Fig. 1: met4 routing
Bar = 20 um. Supply wires on this layer in grey.
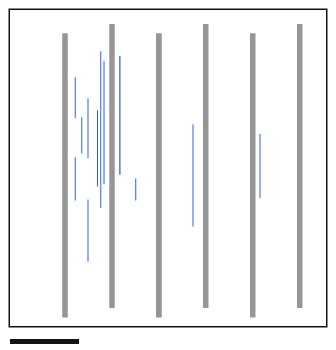
Fig. 2: placed standard cells
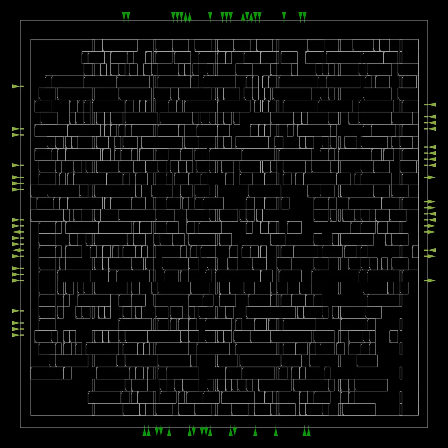
Fig. 3: clock network drawn from the DEF
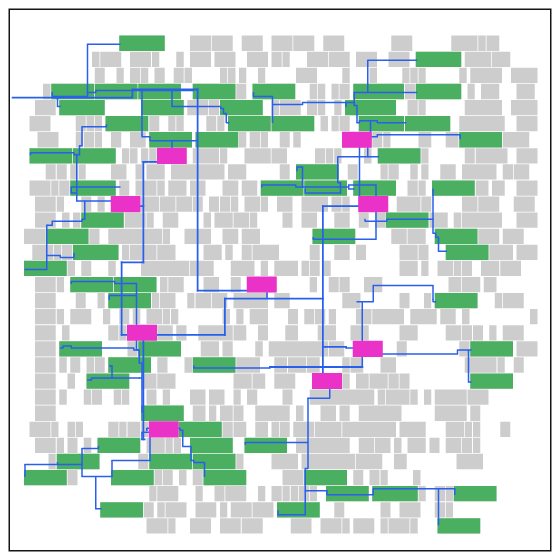
Fig. 4: sequential cells grouped by signal name
Other sequential cells in the stronger grey, the rest of the logic in the fainter grey.
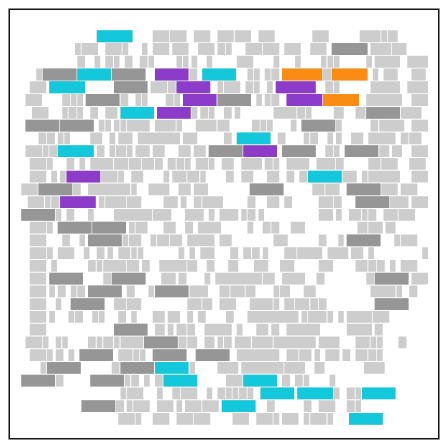
Fig. 5: signal metal coverage by tile
Bar = 20 um. 18 x 18 tiles, from dark purple (low) to yellow (high), scaled to the fullest tile. Values are wire area over tile area, all layers added.
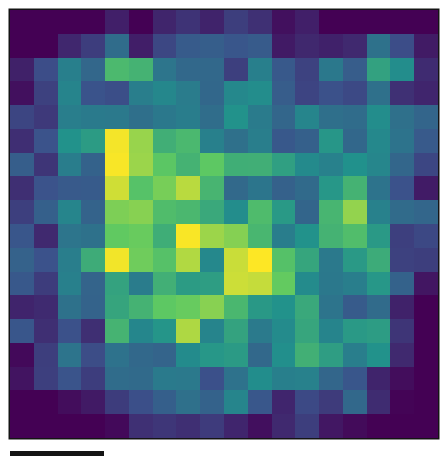
<file path="src/rtl/wisc_pkg.sv">
// Shared branch-unit definitions: condition codes, flag bit positions,
// and helpers that map a condition code to the flags it reads and to its outcome.
package wisc_pkg;

   typedef enum logic [2:0] {
      CCC_NEQ    = 3'b000,
      CCC_EQ     = 3'b001,
      CCC_GT     = 3'b010,
      CCC_LT     = 3'b011,
      CCC_GTE    = 3'b100,
      CCC_LTE    = 3'b101,
      CCC_OVFL   = 3'b110,
      CCC_UNCOND = 3'b111
   } ccc_e;

   localparam int FLAG_N = 0;
   localparam int FLAG_V = 1;
   localparam int FLAG_Z = 2;

   // Flags a condition depends on; a branch may only resolve once none of these is in flight.
   function automatic logic [2:0] need_mask(ccc_e ccc);
      logic [2:0] m;
      m = '0;
      case (ccc)
         CCC_NEQ, CCC_EQ:           m[FLAG_Z] = 1'b1;
         CCC_LT:                    m[FLAG_N] = 1'b1;
         CCC_GT, CCC_GTE, CCC_LTE: begin
            m[FLAG_Z] = 1'b1;
            m[FLAG_N] = 1'b1;
         end
         CCC_OVFL:                  m[FLAG_V] = 1'b1;
         default:                   m = '0;
      endcase
      return m;
   endfunction

   // Outcome of a condition given the current flag register.
   function automatic logic cond_true(ccc_e ccc, logic [2:0] f);
      logic z, v, n, t;
      z = f[FLAG_Z];
      v = f[FLAG_V];
      n = f[FLAG_N];
      t = 1'b0;
      case (ccc)
         CCC_NEQ:    t = ~z;
         CCC_EQ:     t = z;
         CCC_GT:     t = ~z & ~n;
         CCC_LT:     t = n;
         CCC_GTE:    t = z | ~n;
         CCC_LTE:    t = z | n;
         CCC_OVFL:   t = v;
         default:    t = 1'b1;
      endcase
      return t;
   endfunction

endpackage

</file>
<file path="src/rtl/flag_scoreboard.sv">
// Tracks flag writes still in flight. A mask issued this cycle stays pending
// for FLAG_LAT cycles: the current cycle (bypassed) plus FLAG_LAT-1 history stages.
module flag_scoreboard #(
   parameter int FLAG_LAT = 2
) (
   input  logic       clk,
   input  logic       rst,
   input  logic [2:0] issue,
   output logic [2:0] pending
);

   generate
      if (FLAG_LAT <= 1) begin : g_bypass
         assign pending = issue;
      end else begin : g_shift
         logic [2:0] hist [FLAG_LAT-1];

         // Shift issued masks down the history, one stage per cycle.
         always_ff @(posedge clk) begin
            // NOTE: this is a handful of flops, not a RAM; clearing it on reset is
            // required so stale in-flight writes never stall the first branch.
            if (rst) begin
               for (int i = 0; i < FLAG_LAT-1; i++) hist[i] <= '0;
            end else begin
               hist[0] <= issue;
               for (int i = 1; i < FLAG_LAT-1; i++) hist[i] <= hist[i-1];
            end
         end

         // Pending is the union of live history and this cycle's issue.
         always_comb begin
            pending = issue;
            for (int i = 0; i < FLAG_LAT-1; i++) pending = pending | hist[i];
         end
      end
   endgenerate

endmodule

</file>
<file path="src/rtl/branch_flag_reader.sv">
// Branch resolution unit: holds one branch until the flags it reads are no
// longer in flight, then evaluates the condition and emits a one-cycle result.
module branch_flag_reader
   import wisc_pkg::*;
#(
   parameter int FLAG_LAT = 2,
   parameter int PC_W     = 16
) (
   input  logic            clk,
   input  logic            rst,
   input  logic            br_valid,
   output logic            br_ready,
   input  logic [2:0]      br_ccc,
   input  logic            br_is_reg,
   input  logic [8:0]      br_imm,
   input  logic [PC_W-1:0] br_reg,
   input  logic [PC_W-1:0] br_pc_next,
   input  logic [2:0]      flag_q,
   input  logic [2:0]      flag_issue,
   input  logic            flush,
   output logic            res_valid,
   output logic            res_taken,
   output logic [PC_W-1:0] res_target
);

   typedef enum logic {ST_IDLE, ST_WAIT} state_e;

   state_e          state_q, state_d;
   logic            accept, fire, stall, taken;
   logic [2:0]      pending;
   ccc_e            ccc_q;
   logic            is_reg_q;
   logic [8:0]      imm_q;
   logic [PC_W-1:0] reg_q, pc_next_q;
   logic [PC_W-1:0] offset, taken_target;

   flag_scoreboard #(.FLAG_LAT(FLAG_LAT)) u_sb (
      .clk     (clk),
      .rst     (rst),
      .issue   (flag_issue),
      .pending (pending)
   );

   assign br_ready     = (state_q == ST_IDLE) && !flush;
   assign stall        = |(pending & need_mask(ccc_q));
   assign taken        = cond_true(ccc_q, flag_q);
   assign offset       = {{(PC_W-9){imm_q[8]}}, imm_q} << 1;
   assign taken_target = is_reg_q ? reg_q : (pc_next_q + offset);

   // State register.
   always_ff @(posedge clk) begin
      // NOTE: sequential state uses non-blocking assignments so every flop
      // samples pre-edge values regardless of statement order.
      if (rst) state_q <= ST_IDLE;
      else     state_q <= state_d;
   end

   // Next-state and control: accept in IDLE, resolve in WAIT once unblocked; flush wins.
   always_comb begin
      // NOTE: defaults first so no path leaves a signal unassigned (no latches).
      state_d = state_q;
      accept  = 1'b0;
      fire    = 1'b0;
      case (state_q)
         ST_IDLE: begin
            if (br_valid && !flush) begin
               accept  = 1'b1;
               state_d = ST_WAIT;
            end
         end
         ST_WAIT: begin
            if (flush) begin
               state_d = ST_IDLE;
            end else if (!stall) begin
               fire    = 1'b1;
               state_d = ST_IDLE;
            end
         end
         default: state_d = ST_IDLE;
      endcase
   end

   // Capture branch fields on accept; register the result when the branch resolves.
   always_ff @(posedge clk) begin
      if (rst) begin
         ccc_q      <= CCC_NEQ;
         is_reg_q   <= 1'b0;
         imm_q      <= '0;
         reg_q      <= '0;
         pc_next_q  <= '0;
         res_valid  <= 1'b0;
         res_taken  <= 1'b0;
         res_target <= '0;
      end else begin
         res_valid <= fire;
         if (accept) begin
            ccc_q     <= ccc_e'(br_ccc);
            is_reg_q  <= br_is_reg;
            imm_q     <= br_imm;
            reg_q     <= br_reg;
            pc_next_q <= br_pc_next;
         end
         if (fire) begin
            res_taken  <= taken;
            res_target <= taken ? taken_target : pc_next_q;
         end
      end
   end

endmodule

</file>
<file path="config.mk">
export PLATFORM = sky130hd
export DESIGN_NAME = branch_flag_reader
export DESIGN_NICKNAME = d
export VERILOG_FILES = /design/src/rtl/wisc_pkg.sv /design/src/rtl/flag_scoreboard.sv /design/src/rtl/branch_flag_reader.sv
export SDC_FILE = /design/constraint.sdc
export NUM_CORES = 1
export LEC_CHECK = 0
export CORE_MARGIN = 2
export CORE_UTILIZATION = 46
export DETAILED_ROUTE_END_ITERATION = 10
export GPL_TIMING_DRIVEN = 0
export MAX_ROUTING_LAYER = met4
export PLACE_DENSITY = 0.79
export SLEW_MARGIN = 10
export SYNTH_ARGS = -nofsm -noshare
export SYNTH_HDL_FRONTEND = slang
export SYNTH_SLANG_ARGS = --single-unit
</file>
<file path="constraint.sdc">
create_clock -name clk -period 2.19 [get_ports clk]
set_clock_uncertainty 0.2 [all_clocks]
set_input_delay 0.438 -clock clk [delete_from_list [all_inputs] [get_ports clk]]
set_output_delay 0.438 -clock clk [all_outputs]
set_load 0.05 [all_outputs]
</file>
==> job_summary.md <==
### Yosys + OpenROAD results

| Metric | Value |
|---|---|
| Number of buffers and inverters on the critical path | `1` |
| Number of remaining DRC errors | `0` |
| Sum of net half-perimeters after detailed placement | `7818 um` |
| Clock net sink count | `67` |
| Die Ht | `91.30 um` |
| Last weighted congestion value of the routability-driven placer | `0.9169` |
| Main flop type | `dfxtp_1` |
| Worst Hold Class | `in2reg` |
| Crit share post-route | `1.059` |
| Reg2Reg Depth | `9` |
| Peak supply drop | `0.3531 mV` |
| Logic area | `2222 um2` |
| Total number of warnings across the stage logs | `29` |
| Share of the synthesized area in the top cell type | `0.3826` |
| Startpoint types | `register` |
| PD cells | `576.1 nW/um2` |
| Source of the worst register-to-register timing path | `imm_q[0]$_SDFFE_PP0P_` |
| Hold depth | `2` |
| Synth async-reset ratio | `0` |
| Top cells excl fill/tap | `nand2_1, clkdlybuf4s50_1, a21oi_1, dfxtp_1, nor2_1` |
| Terminus of the critical flop-to-flop path | `res_target[11]$_SDFFE_PP0P_` |
| Count of flip-flops with a built-in enable after synthesis | `0` |
| Internal power of the cells | `2.018 mW` |
| Cell type of the slowest stage on the worst timing path | `dfxtp_2` |
| Worst Hold Slack | `0.1843 ns` |
| Cell depth of the worst setup path | `9` |
| Net count of the finished layout | `610` |
| Reg-to-reg slack, setup | `-0.13 ns` |
| Avg Inst Size Synth | `7.791 um2` |
| Data arrival at the endpoint of the critical path | `2.38 ns` |
| Top fanout value on the critical path | `3` |
| Synthesized cell area | `3506 um2` |
| Distinct lib cells used | `61` |
| Hold buffer count at cts | `0` |
| Post-synthesis cell type with the largest combined area | `dfxtp_1` |
| Share of power burned in combinational logic | `0.176` |
| Worst Setup Slack, final | `-0.1292 ns` |
| Crit path DRT | `2.25 ns` |
| Status | `finished with violations` |
| Total count of hold-check failures in the final report | `0` |
| Worst slack, placed | `-0.5245 ns` |
| Die width | `91.30 um` |
| Number of buffers created by CTS | `9` |
| Clock tree root driver cell | `clkbuf_8` |
| Routed wire length on met2 | `5197 um` |
| Switching part of the total power | `0.2794` |
| Maximum clock rate | `0.4312 GHz` |
| Power dissipated by switching net loads | `0.7821 mW` |
| Antenna violations before repair | `0` |
| Startpoint of the worst setup timing path | `imm_q[0]$_SDFFE_PP0P_` |
| M1 GR Usage | `0.3408` |
| Starting density of the core | `0.4782` |
| Ant. Diodes | `0` |
| Category of the most critical setup path | `reg2reg` |
| Maximum number of pins on one net before global-route repair | `12` |
| Critical path endpoint category | `register` |
| Global routing usage on met2 | `0.4253` |
| Max-slew violations | `0` |
| Slew margin rel. | `0.5476` |
| Hold Path Sink | `u_sb.g_shift.hist[0][0]$_SDFF_PP0_` |
| Delay of the slowest cell on the worst path | `0.35 ns` |
| # Max-Cap Violations | `0` |
| Startpoint of the tightest hold check path | `flag_issue[0]` |
| Transition time of the tightest slew-check pin | `0.6785 ns` |
| Antenna-violating nets left | `0` |
| Post-route setup TNS | `-0.4992 ns` |
| Area delta synth->final | `38.62%` |
| Vias per cell | `5.661` |
| Share of power burned in registers | `0.469` |
| Full die area | `8336 um2` |
| Post-Place Cells | `621` |
| Number of input and output port buffers inserted | `72` |
| Main area contributors | `dfxtp_1, nand2_1, a21oi_1` |
| Share of the core filled with cells | `0.6629` |
| CP Capture Point | `res_target[11]$_SDFFE_PP0P_` |
| Power group with the highest consumption | `sequential cells` |
| Violations in the final reports | `setup timing` |
| CTS Buffer Depth | `2` |
| Cell class contributing the biggest share of worst-path delay | `AND-OR/OR-AND gates` |
| Regs by FF count | `pc_next_q (16), reg_q (16), res_target (16)` |
| Iteration-0 DRC Markers | `254` |
| Total power of the final layout | `2.800 mW` |
| Met3 layer usage reported by global route | `0.03817` |
| Wire length of the first global-routing pass | `17,020 um` |
| Fraction of final layout cells with drive strength greater than 1 | `0.1728` |
| Crit path cell chain | `ha_4 > inv_2 > fa_2 > nor2b_2 > o31a_1 > o21ai_2 > nor3b_2 > o311a_1 > nor4_2` |
| Unrepaired setup endpoints after global routing | `true` |
| Post-route cell area | `4860 um2` |
| Sequential share of the synthesized area | `0.3826` |
| Yosys cell count | `450` |
| Number of standard cells after synthesis | `450` |
| Chip area from the yosys synthesis statistics | `3506 um2` |
| Final tally of setup violations | `5` |
| # resized after CTS | `40` |
| Highest routing layer actually used | `met4` |
Back to the opening pictures, Fig. 1:
7 nets have wire on it. The longest straight run is 44.9 um. The layer carries 258 um of wire. The layer holds 2.4% of the routed length. The wires run mostly vertical.
wirelength, routed: 10,960 um
total via count in the routed design: 3,640

Back to the opening pictures, Fig. 2:
non-filler instance count after layout: 643
total of fill cells in the finished design: 631
Rows: 31

Back to the opening pictures, Fig. 3:
clock drivers: in magenta, count 9. flip-flops: in green, count 67. clock wires: in blue, length 871 um.
Position of the flops: spread over the die. There are 10 routed clock nets.
Latency at later pin: 0.35 ns
clock group total power: 0.994 mW
share of total power in the clock network: 0.355

Back to the opening pictures, Fig. 4:
ccc_q: in orange, placed flops 3. imm_q: in purple, placed flops 9. pc_next_q: in cyan, placed flops 16, where spread over the die.
Another 39 sequential cells are not coloured.
fraction of area in registers: 0.2799
footprint of the flip-flops and latches: 1360 um2
total sequential power: 1.31 mW

Back to the opening pictures, Fig. 5:
The fullest tile reaches 0.57. The densest ninth of the die: middle. 27% of the tiles are over half the peak. 8.3% of the tiles are nearly empty. The mean over all tiles is 0.21.
mean routed wirelength per cell: 17.04 um
GRT Overall Usage: 0.2660

## layout make-up
cell class,instances,area share
multi-input combinational,348,0.4573
clock buffer,10,0.02626
tap,99,0.02549
buffer,24,0.02575
timing repair buffer,84,0.1697
inverter,6,0.004634
sequential,67,0.2799
clock inverter,5,0.01107
## cell usage after synthesis, types with 2 or more instances
| library cell | n |
|---|---|
| o22ai_1 | 3 |
| mux2i_1 | 3 |
| a221oi_1 | 3 |
| a31oi_1 | 2 |
| and3_1 | 5 |
| nor4_1 | 2 |
| nor2b_1 | 8 |
| o211ai_1 | 10 |
| clkbuf_1 | 23 |
| o311ai_0 | 2 |
| a21oi_1 | 65 |
| nor3b_1 | 2 |
| o31ai_1 | 2 |
| a311oi_1 | 4 |
| buf_6 | 2 |
| a211o_1 | 4 |
| xnor2_1 | 4 |
| a22oi_1 | 2 |
| nand2_1 | 115 |
| nand3b_1 | 2 |
| nor2_1 | 22 |
| a21o_1 | 3 |
| o21a_1 | 3 |
| a211oi_1 | 4 |
| nor3_1 | 7 |
| and2_1 | 2 |
| ha_1 | 14 |
| nand3_1 | 6 |
| dfxtp_1 | 67 |
| a21boi_0 | 3 |
| buf_2 | 3 |
| o21ai_1 | 2 |
| o21ai_0 | 17 |
| o2bb2ai_1 | 3 |
| inv_1 | 5 |
## cells by family after synthesis
| logic type | count (synthesis) | synth area share |
|---|---|---|
| AND-OR/OR-AND | 143 | 0.2620 |
| XOR/XNOR | 5 | 0.01249 |
| adder cells (fa/ha/maj) | 15 | 0.05568 |
| buffers and inverters | 35 | 0.04390 |
| flip-flops | 67 | 0.3826 |
| multiplexers | 4 | 0.01178 |
| AND/OR/NAND/NOR | 181 | 0.2316 |
Power figures rest on the tool's default switching activity, not on a simulated workload.
